<file path="src/rtl/hvsync_if.sv">
// Raster timing bundle driven by hvsync_gen.
//   hsync      : horizontal sync (polarity set by the generator build)
//   vsync      : vertical sync (polarity set by the generator build)
//   display_on : beam inside the visible area
//   hpos/vpos  : current beam position
// master = generator side (drives everything), slave = renderer side.
interface hvsync_if;
  logic       hsync;
  logic       vsync;
  logic       display_on;
  logic [8:0] hpos;
  logic [8:0] vpos;

  modport master (
    output hsync,
    output vsync,
    output display_on,
    output hpos,
    output vpos
  );

  modport slave (
    input hsync,
    input vsync,
    input display_on,
    input hpos,
    input vpos
  );
endinterface

</file>
<file path="src/rtl/hvsync_gen.sv">
// Free-running raster timing generator: horizontal/vertical beam counters with registered
// hsync/vsync and a combinational display-enable.
//
// Ports:
//   clk   : pixel clock, all state on its rising edge
//   reset : synchronous, active-high; returns both counters to 0 and clears the sync registers
//   vid   : hvsync_if.master -- hsync, vsync, display_on, hpos[8:0], vpos[8:0]
//
// Build option:
//   HVSYNC_SYNC_INVERT_EN -- when defined, hsync/vsync are active-low (reset value 1);
//                            otherwise active-high (reset value 0). Counters and
//                            display_on are unaffected.
module hvsync_gen #(
  parameter int unsigned H_DISPLAY = 256,
  parameter int unsigned H_BACK    = 23,
  parameter int unsigned H_FRONT   = 7,
  parameter int unsigned H_SYNC    = 23,
  parameter int unsigned V_DISPLAY = 240,
  parameter int unsigned V_TOP     = 5,
  parameter int unsigned V_BOTTOM  = 14,
  parameter int unsigned V_SYNC    = 3
) (
  input  logic     clk,
  input  logic     reset,
  hvsync_if.master vid
);

  localparam int unsigned HSyncStart = H_DISPLAY + H_FRONT;
  localparam int unsigned HSyncEnd   = HSyncStart + H_SYNC - 1;
  localparam int unsigned HMax       = H_DISPLAY + H_BACK + H_FRONT + H_SYNC - 1;
  localparam int unsigned VSyncStart = V_DISPLAY + V_BOTTOM;
  localparam int unsigned VSyncEnd   = VSyncStart + V_SYNC - 1;
  localparam int unsigned VMax       = V_DISPLAY + V_TOP + V_BOTTOM + V_SYNC - 1;

  localparam logic [8:0] HDisplayW   = 9'(H_DISPLAY);
  localparam logic [8:0] HSyncStartW = 9'(HSyncStart);
  localparam logic [8:0] HSyncEndW   = 9'(HSyncEnd);
  localparam logic [8:0] HMaxW       = 9'(HMax);
  localparam logic [8:0] VDisplayW   = 9'(V_DISPLAY);
  localparam logic [8:0] VSyncStartW = 9'(VSyncStart);
  localparam logic [8:0] VSyncEndW   = 9'(VSyncEnd);
  localparam logic [8:0] VMaxW       = 9'(VMax);

  logic [8:0] hpos_q, hpos_d;
  logic [8:0] vpos_q, vpos_d;
  logic       hsync_q, hsync_d;
  logic       vsync_q, vsync_d;
  logic       hmaxxed, vmaxxed;

  always_comb begin
    // Folding reset into the wrap flags sends both counters to 0 on a reset edge.
    hmaxxed = (hpos_q == HMaxW) | reset;
    vmaxxed = (vpos_q == VMaxW) | reset;

    hpos_d = hmaxxed ? 9'd0 : hpos_q + 9'd1;

    vpos_d = vpos_q;
    if (hmaxxed) begin
      vpos_d = vmaxxed ? 9'd0 : vpos_q + 9'd1;
    end

    // Sync windows are decoded from the pre-edge position, giving one clock of latency.
    hsync_d = 1'b0;
    vsync_d = 1'b0;
    if (!reset) begin
      hsync_d = (hpos_q >= HSyncStartW) && (hpos_q <= HSyncEndW);
      vsync_d = (vpos_q >= VSyncStartW) && (vpos_q <= VSyncEndW);
    end
  end

  always_ff @(posedge clk) begin
    hpos_q  <= hpos_d;
    vpos_q  <= vpos_d;
    hsync_q <= hsync_d;
    vsync_q <= vsync_d;
  end

  assign vid.hpos       = hpos_q;
  assign vid.vpos       = vpos_q;
  assign vid.display_on = (hpos_q < HDisplayW) && (vpos_q < VDisplayW);

`ifdef HVSYNC_SYNC_INVERT_EN
  assign vid.hsync = ~hsync_q;
  assign vid.vsync = ~vsync_q;
`else
  assign vid.hsync = hsync_q;
  assign vid.vsync = vsync_q;
`endif

endmodule

</file>
<file path="src/flat_wrapper.sv">
// flat-port wrapper written by rule: the top's interface ports become plain ports
module hvsync_gen_flat 
#(
  parameter int unsigned H_DISPLAY = 256,
  parameter int unsigned H_BACK    = 23,
  parameter int unsigned H_FRONT   = 7,
  parameter int unsigned H_SYNC    = 23,
  parameter int unsigned V_DISPLAY = 240,
  parameter int unsigned V_TOP     = 5,
  parameter int unsigned V_BOTTOM  = 14,
  parameter int unsigned V_SYNC    = 3
)
  (clk, reset, vid_hsync, vid_vsync, vid_display_on, vid_hpos, vid_vpos);
  hvsync_if vid_i ();
  input  logic clk;
  input  logic reset;
  output wire logic [$bits(vid_i.hsync)-1:0] vid_hsync;
  output wire logic [$bits(vid_i.vsync)-1:0] vid_vsync;
  output wire logic [$bits(vid_i.display_on)-1:0] vid_display_on;
  output wire logic [$bits(vid_i.hpos)-1:0] vid_hpos;
  output wire logic [$bits(vid_i.vpos)-1:0] vid_vpos;
  assign vid_hsync = vid_i.hsync;
  assign vid_vsync = vid_i.vsync;
  assign vid_display_on = vid_i.display_on;
  assign vid_hpos = vid_i.hpos;
  assign vid_vpos = vid_i.vpos;
  hvsync_gen #(.H_DISPLAY(H_DISPLAY), .H_BACK(H_BACK), .H_FRONT(H_FRONT), .H_SYNC(H_SYNC), .V_DISPLAY(V_DISPLAY), .V_TOP(V_TOP), .V_BOTTOM(V_BOTTOM), .V_SYNC(V_SYNC)) u_core (.clk(clk), .reset(reset), .vid(vid_i));
endmodule
</file>
<file path="config.mk">
export PLATFORM = sky130hd
export DESIGN_NAME = hvsync_gen_flat
export DESIGN_NICKNAME = d
export VERILOG_FILES = /design/src/rtl/hvsync_if.sv /design/src/rtl/hvsync_gen.sv /design/src/flat_wrapper.sv
export SDC_FILE = /design/constraint.sdc
export NUM_CORES = 1
export LEC_CHECK = 0
export CORE_MARGIN = 2
export CORE_UTILIZATION = 45
export DETAILED_ROUTE_END_ITERATION = 16
export GPL_TIMING_DRIVEN = 0
export PLACE_DENSITY = 0.76
export SYNTH_ARGS = -nofsm -noshare
export SYNTH_HDL_FRONTEND = slang
export SYNTH_SLANG_ARGS = --single-unit
</file>
<file path="constraint.sdc">
create_clock -name clk -period 2.5 [get_ports clk]
set_clock_uncertainty 0.05 [all_clocks]
set_input_delay 0.25 -clock clk [delete_from_list [all_inputs] [get_ports clk]]
set_output_delay 0.25 -clock clk [all_outputs]
set_load 0.05 [all_outputs]
</file>
==> results.yml, run 1 <==
# physical design summary
global_routing:
  grt.met3_usage_pct: 3.14
  use_met2_pct: 30.0
  grt_pass1_wl_microns: 3450
  first_global_vias: 827
  grtUsageMet1_pct: 19.3
worst_setup_path:
  max_stage_delay_ns: 0.83
  critPathRequiredTime_ns: 2.20
  crit_start: "u_core.vid.vpos[6]$_SDFFCE_PP0P_"
  worst-path-max-fanout: 6
  reg2reg_slack_ns: 0.86
  startpoint_type: "flip-flop"
  crit_arrival_ns: 2.02
  reg2reg_depth: 3
  crit_slowest_cell: "clkdlybuf4s50_1"
  worst_setup_path_end_kind: "output pin"
  path_cells: "nand4_1, nor3b_1, clkdlybuf4s50_1"
yosys:
  yosys_area_sq_mm: 0.00106
  top_cell: "dfxtp_1"
  mux_area_share_pct: 0
  syn-cell-area_sq_mm: 0.00106
  synth_cells: 108
  synth_cell_types: 31
  synth.logic.top_family: "simple AND/OR/NAND/NOR gates"
  yosys.area.top_type: "edfxtp_1"
  ys_sh_aoi_pct: 15.4
  xor_share_pct: 4.14
  synth.avg_cell_area_sq_um: 9.79
  async_reset_ff_share_pct: 0
  ys_cells: 108
cts:
  cts_buffers: 3
  cts_tree: "built"
  cts-root-buf: "clkbuf_4"
  cts-resized-gates: 0
  htree_levels: 1
  postCtsHoldBufs: 0
cells_and_area:
  logic_gates: 78
  seq_cells: 20
  comb_area_sq_um: 517
  n_all_buffers: 25
  inverters_excl_clock: 7
  lay_top_count: "clkdlybuf4s50_1"
  finalNonFillerCells: 162
  finalNetCount: 142
  comb_share_pct: 38.3
  fillCellCount: 194
  buf_share_pct: 18.1
power:
  finalPower_w: 0.000702
  static-leakage-power_nw: 0.474
flow_run:
  warnings: 29
placement:
  dpl-instance-area_sq_mm: 0.00131
  pre_cts_slack_ns: 0.484
  place_congestion: 0.713
  dp_cells: 158
floorplanning:
  floorplan.core_util_pct: 47.8
  die-area_sq_mm: 0.00275
  taps: 28
route:
  wire_per_inst_microns: 12.5
  wl_met1_microns: 887
  num_vias: 883
  firstDrtPassIters: 4
  antenna_left: 0
run_status:
  status: "complete, no violations"
final_timing:
  rsz0062_at_grt: "no"
  worst_slew_pin_slew_ns: 0.510
  min_period_over_period_pct: 92.9
  tns_ns: 0
  hold_viol_final: 0
run 1: power breakdown:
group	internal [W]	switching, W	total [W]
Clock	0.0000886	0.0000939	0.000182
Sequential	0.000358	0.0000215	0.000379
Combinational	0.0000485	0.0000914	0.000140
run 1: sequential cells by signal, summed over array words and instances, names as in the netlist:
name,count
u_core.vid.vpos,9
u_core.vid.vsync,1
u_core.vid.hpos,9
u_core.vid.hsync,1
run 1: kinds of logic (layout without fill, tap and decap cells):
| logic type | after synthesis | count (layout) |
|---|---|---|
| buffers and inverters | 10 | 36 |
| AOI/OAI and AO/OA | 25 | 25 |
| DFF | 20 | 20 |
| and+or+nand+nor | 43 | 43 |
| adders and majority gates | 5 | 5 |
| xor gates and xnor gates | 5 | 5 |
run 1: worst min path at each step:
stage	endpoint	start	depth (start not counted)	slack (ns)
after floorplan	u_core.vid.vsync$_SDFF_PP0_	reset	1	0.27
after global placement	u_core.vid.hpos[7]$_SDFF_PP0_	u_core.vid.hpos[7]$_SDFF_PP0_	2	0.47
after detailed placement	u_core.vid.hpos[8]$_SDFF_PP0_	u_core.vid.hpos[8]$_SDFF_PP0_	2	0.48
after CTS	u_core.vid.hpos[8]$_SDFF_PP0_	u_core.vid.hpos[8]$_SDFF_PP0_	2	0.50
after global routing	u_core.vid.hpos[8]$_SDFF_PP0_	u_core.vid.hpos[8]$_SDFF_PP0_	2	0.52
final	u_core.vid.hpos[8]$_SDFF_PP0_	u_core.vid.hpos[8]$_SDFF_PP0_	2	0.50
run 1: worst max-delay path, delay by kind of cell (launching register included):
family                 cells  cell delay (ns)
buffers and inverters      1             0.83
flip-flops                 1             0.50
AND/OR/NAND/NOR            2             0.41
### Floorplan with the power grid, run 1

Bar = 20 microns. Pins as bars on the die edge. Tap cells in gray.
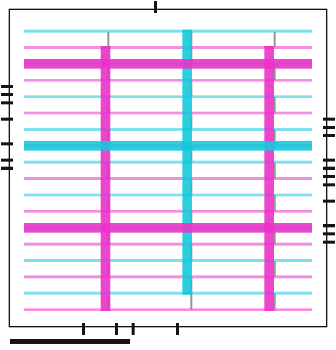
cyan -> VDD
magenta -> VSS
signal pins = 23
tap cells = 28
met4 straps = 3
rows = 17
met5 straps = 3
core area: 0.00221 sq mm
Die Ht: 52.5 microns
die width: 52.5 microns
VDD IR-drop max: 0.318 mV

### Cell classes on the final placement, run 1

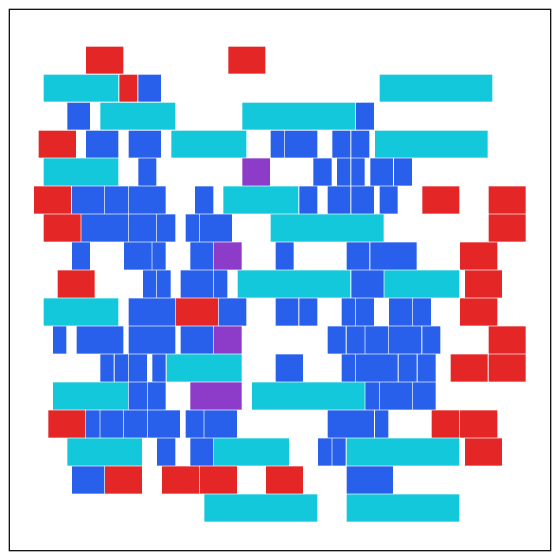
purple -> clock drivers and dummy loads  # cells 4, share of their area 2.8%
red -> other buffers and delay cells  # cells 25, share of their area 19%
cyan -> flip-flops  # cells 20, share of their area 37%
blue -> all other logic  # cells 85, share of their area 41%
# rows: 17
final core occ: 61.0%
Design Area, Final: 0.00135 sq mm
Seq area share: 36.4%

### Clock wires, drivers and flops, run 1

Bar = 20 microns.
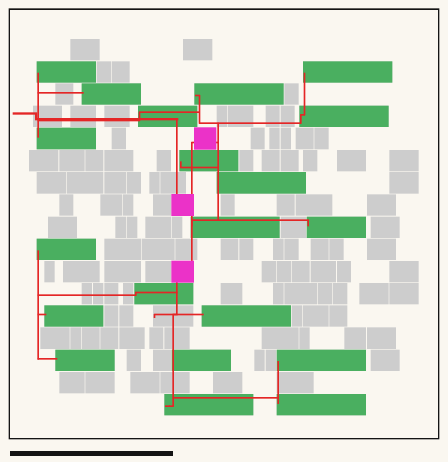
red -> clock wires  # length 218 microns
green -> flip-flops  # count 20
magenta -> cells driving clock nets  # count 3
routed clock nets = 4
flops lie = spread over the die
clock share of power: 26.0%
clk pwr: 0.000182 W
clk latency late pin: 0.29 ns

### Signal wires by layer, run 1

Bar = 20 microns. Only two layers are drawn.
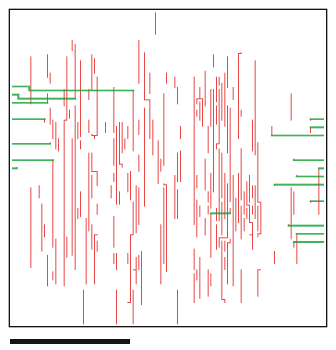
green -> met3  # wire length 107 microns
red -> met2  # wire length 1,020 microns
total wire length: 2020 microns
Tot GR Track Use: 16.6%

==> run 2: changes to the inputs <==
--- a/config.mk
+++ b/config.mk
@@ -7,6 +7,7 @@
 export LEC_CHECK = 0
 export CORE_MARGIN = 2
 export CORE_UTILIZATION = 45
+export CTS_CLUSTER_SIZE = 30
 export DETAILED_ROUTE_END_ITERATION = 16
 export GPL_TIMING_DRIVEN = 0
 export PLACE_DENSITY = 0.76
==> run 2 against run 1 <==
Clock-buffer cell count did not move. Critical path depth stayed put. Worst setup slack stayed put. Global-route usage unchanged. Die size unchanged. Sequential power barely moved. Sequential share of layout area is the same. Hold slack unchanged. Routed wire length did not move. Register-to-register slack is essentially flat. Core utilization unchanged. Critical path type unchanged. Critical endpoint unchanged.
==> results.yml, run 2 <==
# physical design summary
final_timing:
  tns_ns: 0
  hold_viol_final: 0
  min_period_over_period_pct: 92.9
  worst_slew_pin_slew_ns: 0.510
  rsz0062_at_grt: "no"
route:
  firstDrtPassIters: 4
  antenna_left: 0
  finalWirelength_microns: 2020
global_routing:
  first_global_vias: 827
  grt_pass1_wl_microns: 3450
  grt_use_total_pct: 16.6
floorplanning:
  io_pins: 23
  fp.dieW_microns: 52.5
  die-area_sq_mm: 0.00275
  floorplan.core_util_pct: 47.8
  fp.dieH_microns: 52.5
worst_setup_path:
  crit_arrival_ns: 2.02
  worst_setup_path_end_kind: "output pin"
  crit_start: "u_core.vid.vpos[6]$_SDFFCE_PP0P_"
  startpoint_type: "flip-flop"
  reg2reg_slack_ns: 0.86
  worst-path-max-fanout: 6
flow_run:
  warnings: 29
cts:
  clock_latency_ns: 0.29
  clockBufferDepth: 2
  cts-resized-gates: 0
  cts_tree: "built"
  cts_buffers: 3
  cts-root-buf: "clkbuf_4"
  clock_sinks: 20
  postCtsHoldBufs: 0
yosys:
  async_reset_ff_share_pct: 0
  ys_cells: 108
  ys_sh_aoi_pct: 15.4
  yosys.area.top_type: "edfxtp_1"
  top_cell: "dfxtp_1"
  synth.avg_cell_area_sq_um: 9.79
  synth_cells: 108
  mux_area_share_pct: 0
  synth.logic.top_family: "simple AND/OR/NAND/NOR gates"
  synth_cell_types: 31
  xor_share_pct: 4.14
  yosys_area_sq_mm: 0.00106
cells_and_area:
  comb_area_sq_um: 517
  final_util_pct: 61.0
  fillCellCount: 194
  drive_gt1_share_pct: 13.4
  lay_top_count: "clkdlybuf4s50_1"
  antenna-diode-count: 0
  final_area_sq_mm: 0.00135
placement:
  pre_cts_slack_ns: 0.484
  dp_cells: 158
  place_congestion: 0.713
run_status:
  status: "complete, no violations"
power:
  ir_drop_mv: 0.318
  finalPower_w: 0.000702
[run 2: worst max-delay path, stage by stage (launching register included)]
cell and delay, ns:
edfxtp_1 0.50, nand4_1 0.19, nor3b_1 0.22, clkdlybuf4s50_1 0.83
[run 2: logic make-up (layout without fill, tap and decap cells)]
| kind of cell | Yosys count | in the layout |
|---|---|---|
| and+or+nand+nor | 43 | 43 |
| DFF | 20 | 20 |
| xor gates and xnor gates | 5 | 5 |
| adders and majority gates | 5 | 5 |
| AOI/OAI and AO/OA | 25 | 25 |
| buffers and inverters | 10 | 36 |
[run 2: layer usage]
metal / up-vias / GRT usage, % / wire length, microns
met2: 20 / 30.0 / 1020
met1: 418 / 19.3 / 887
met4: 0 / 5.56 / 0
met5: - / 0 / 0
li1: 445 / - / -
met3: 0 / 3.14 / 107
[run 2: power breakdown]
| part | leakage, nW | switching, W | internal [W] |
|---|---|---|---|
| logic | 0.272 | 0.0000914 | 0.0000485 |
| registers | 0.181 | 0.0000215 | 0.000358 |
| clock network | 0.0210 | 0.0000939 | 0.0000886 |
[run 2: worst paths after layout]
| kind | end | cells past startpoint |
|---|---|---|
| worst max register to register | u_core.vid.vpos[0]$_SDFFCE_PP0P_ | 3 |
| worst min-delay path | u_core.vid.hpos[8]$_SDFF_PP0_ | 2 |
| worst max-delay path | vid_display_on | 3 |
| worst min register to register | u_core.vid.hpos[8]$_SDFF_PP0_ | 2 |
[run 2: layout make-up]
cell class              instances  share of cell area, %
multi-input cells              78                   38.3
clock buffers                   4                   2.69
plain buffers                   3                   1.76
well taps                      28                   2.60
flip-flops and latches         20                   36.4
inverters                       7                   1.95
repair buffers                 22                   16.3
### Signal wires by layer, run 2

Bar = 20 microns. Only two layers are drawn.
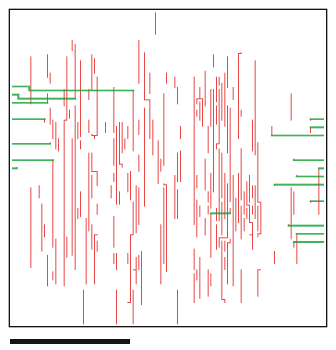
red -> met2  # wire length 1,020 microns
green -> met3  # wire length 107 microns
vias: 883
per-cell routed wire length: 12.5 microns

Power is estimated from default activity; no workload was simulated.
